## src/rtl/alu_result_stage.sv

```systemverilog
// ALU result writeback stage: a two-entry skid buffer (main + skid) carrying result/tag/wen,
// plus a flag register updated on accept and a branch-condition evaluator on those flags.
module alu_result_stage #(
  parameter int DATA_W = 32,
  parameter int TAG_W  = 5
) (
  input  logic              clk,
  input  logic              rst,
  input  logic              in_valid,
  output logic              in_ready,
  input  logic [DATA_W-1:0] in_result,
  input  logic              in_zero,
  input  logic              in_sign,
  input  logic [TAG_W-1:0]  in_rd,
  input  logic              in_wen,
  input  logic              in_flag_upd,
  output logic              out_valid,
  input  logic              out_ready,
  output logic [DATA_W-1:0] out_result,
  output logic [TAG_W-1:0]  out_rd,
  output logic              out_wen,
  output logic              flag_zero,
  output logic              flag_sign,
  input  logic [2:0]        br_cond,
  output logic              br_taken,
  output logic [1:0]        occupancy
);

  logic              r_main_vld;
  logic [DATA_W-1:0] r_main_result;
  logic [TAG_W-1:0]  r_main_rd;
  logic              r_main_wen;
  logic              r_skid_vld;
  logic [DATA_W-1:0] r_skid_result;
  logic [TAG_W-1:0]  r_skid_rd;
  logic              r_skid_wen;
  logic              r_flag_zero;
  logic              r_flag_sign;

  logic w_acc;
  logic w_rel;
  logic w_main_free;

  function automatic logic br_eval(input logic [2:0] cond, input logic z, input logic s);
    case (cond)
      3'd0:    br_eval = 1'b0;
      3'd1:    br_eval = 1'b1;
      3'd2:    br_eval = z;
      3'd3:    br_eval = ~z;
      3'd4:    br_eval = s;
      3'd5:    br_eval = ~s;
      3'd6:    br_eval = z | s;
      default: br_eval = ~z & ~s;
    endcase
  endfunction

  // in_ready depends only on registered skid state, never on out_ready
  assign in_ready    = ~rst & ~r_skid_vld;
  assign w_acc       = in_valid & in_ready;
  assign w_rel       = r_main_vld & out_ready;
  assign w_main_free = ~r_main_vld | w_rel;

  always_ff @(posedge clk) begin
    if (rst) begin
      r_main_vld    <= 1'b0;
      r_skid_vld    <= 1'b0;
      r_main_result <= '0;
      r_main_rd     <= '0;
      r_main_wen    <= 1'b0;
    end else if (w_main_free) begin
      if (r_skid_vld) begin
        r_main_vld    <= 1'b1;
        r_main_result <= r_skid_result;
        r_main_rd     <= r_skid_rd;
        r_main_wen    <= r_skid_wen;
        r_skid_vld    <= 1'b0;
      end else if (w_acc) begin
        r_main_vld    <= 1'b1;
        r_main_result <= in_result;
        r_main_rd     <= in_rd;
        r_main_wen    <= in_wen;
      end else begin
        r_main_vld    <= 1'b0;
      end
    end else if (w_acc) begin
      r_skid_vld <= 1'b1;
    end
  end

  // Skid payload is only meaningful while r_skid_vld is set, so it needs no reset
  always_ff @(posedge clk) begin
    if (w_acc && !w_main_free) begin
      r_skid_result <= in_result;
      r_skid_rd     <= in_rd;
      r_skid_wen    <= in_wen;
    end
  end

  always_ff @(posedge clk) begin
    if (rst) begin
      r_flag_zero <= 1'b0;
      r_flag_sign <= 1'b0;
    end else if (w_acc && in_flag_upd) begin
      r_flag_zero <= in_zero;
      r_flag_sign <= in_sign;
    end
  end

  assign out_valid  = r_main_vld;
  assign out_result = r_main_result;
  assign out_rd     = r_main_rd;
  assign out_wen    = r_main_wen;
  assign flag_zero  = r_flag_zero;
  assign flag_sign  = r_flag_sign;
  assign br_taken   = br_eval(br_cond, r_flag_zero, r_flag_sign);
  assign occupancy  = {1'b0, r_main_vld} + {1'b0, r_skid_vld};

endmodule

```

## config.mk

```make
export PLATFORM = sky130hd
export DESIGN_NAME = alu_result_stage
export DESIGN_NICKNAME = d
export VERILOG_FILES = /design/src/rtl/alu_result_stage.sv
export SDC_FILE = /design/constraint.sdc
export NUM_CORES = 1
export LEC_CHECK = 0
export CORE_ASPECT_RATIO = 1.5
export CORE_UTILIZATION = 35
export CTS_CLUSTER_DIAMETER = 80
export CTS_CLUSTER_SIZE = 16
export DETAILED_ROUTE_END_ITERATION = 7
export GPL_TIMING_DRIVEN = 0
export PLACE_DENSITY_LB_ADDON = 0.12
export SYNTH_ARGS = -nofsm -noshare
export SYNTH_HDL_FRONTEND = slang
export SYNTH_SLANG_ARGS = --single-unit
```

## constraint.sdc

```tcl
create_clock -name clk -period 3.4 [get_ports clk]
set_input_delay 0.68 -clock clk [delete_from_list [all_inputs] [get_ports clk]]
set_output_delay 0.68 -clock clk [all_outputs]
set_load 0.02 [all_outputs]
```

Metal layers overlaid:
Scale bar: 20 um.
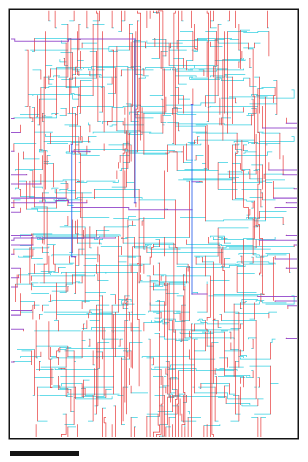
M1: shown in cyan, wire length 3240 um. M4: shown in blue, wire length 135 um. M2: shown in red, wire length 3880 um. M3: shown in purple, wire length 296 um.

Sequential cells grouped by signal name:
Other sequential cells in the stronger gray, the rest of the logic in the fainter gray.
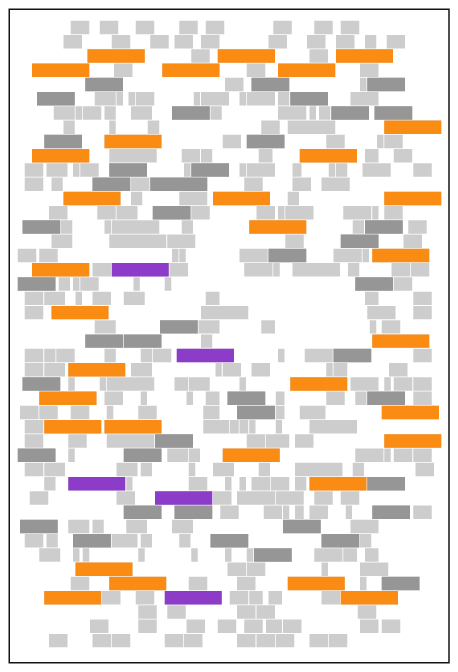
r_skid_rd: shown in purple, flops 5. r_skid_result: shown in orange, flops 32, where widely spread.
Another 43 sequential cells are not colored.

==> run summary <==
flow finished, numbers: Hold Path Class=reg -> reg, Seq. pwr=approximately 1.1 mW, Init Core Util=36.1%, Seq pwr share=a little under half, Yosys Chip Area=approximately 0.0035 mm^2, most frequent cell after synthesis=nor2_1, Seq cells post-synth=80, post-route setup slack=between 0.6 and 0.7 ns, cell total in the yosys stat output=267, Max Fclk=roughly 370 MHz, CTS Buf Count=9, P_clk=0.972 mW, status=finished clean, PostCTS Resize Cnt=0, yosys warns=0, Place WS=0.662 ns, Most Crowded Layer GR=met2, DRC=0, wire length on met1=approximately 3200 um, mi-comb count=around 170, Pleak=around 1.8 nW, Power Total=2.35 mW, dpl cell area=approximately 0.0046 mm^2, Max-slew headroom=around 62%, clk buf depth=2, Setup crit end kind=output pin, RR Endpoint=r_skid_result[10], clk root buf=clkbuf_16, skew final=about 0.0026 ns, worst setup path class=in -> out, worst hold slack=approximately 0.55 ns, vias in the first global route=2298, Synth async-reset ratio=0%, EDFF count, synth=38, Critical Path Fanout Max=1, wire length on met2=just under 4000 um, hold depth=2
layout by cell type (no fill, tap or decap), types with 2 or more instances in the layout:
master	instances
clkdlybuf4s50_1	91
nor2_1	42
dfxtp_1	42
mux2i_1	40
edfxtp_1	38
nor2b_1	32
mux2_4	20
mux2_2	17
clkbuf_1	10
clkbuf_16	9
and2b_1	6
buf_4	4
buf_2	2
buf_6	2
buf_8	2
clkbuf_8	2
clkinv_2	2
registers in the layout, indices dropped and copies added, names as in the netlist:
name / count
flag_zero: 1
out_valid: 1
r_skid_rd: 5
flag_sign: 1
out_result: 32
r_skid_vld: 1
r_skid_wen: 1
out_wen: 1
out_rd: 5
r_skid_result: 32
worst max-delay path, cell delays in order:
cell             delay [ns]
clkdlybuf4s50_1        0.40
a22oi_1                0.21
xnor2_1                0.14
clkdlybuf4s50_1        0.62
Power figures rest on the tool's default switching activity, not on a simulated workload.
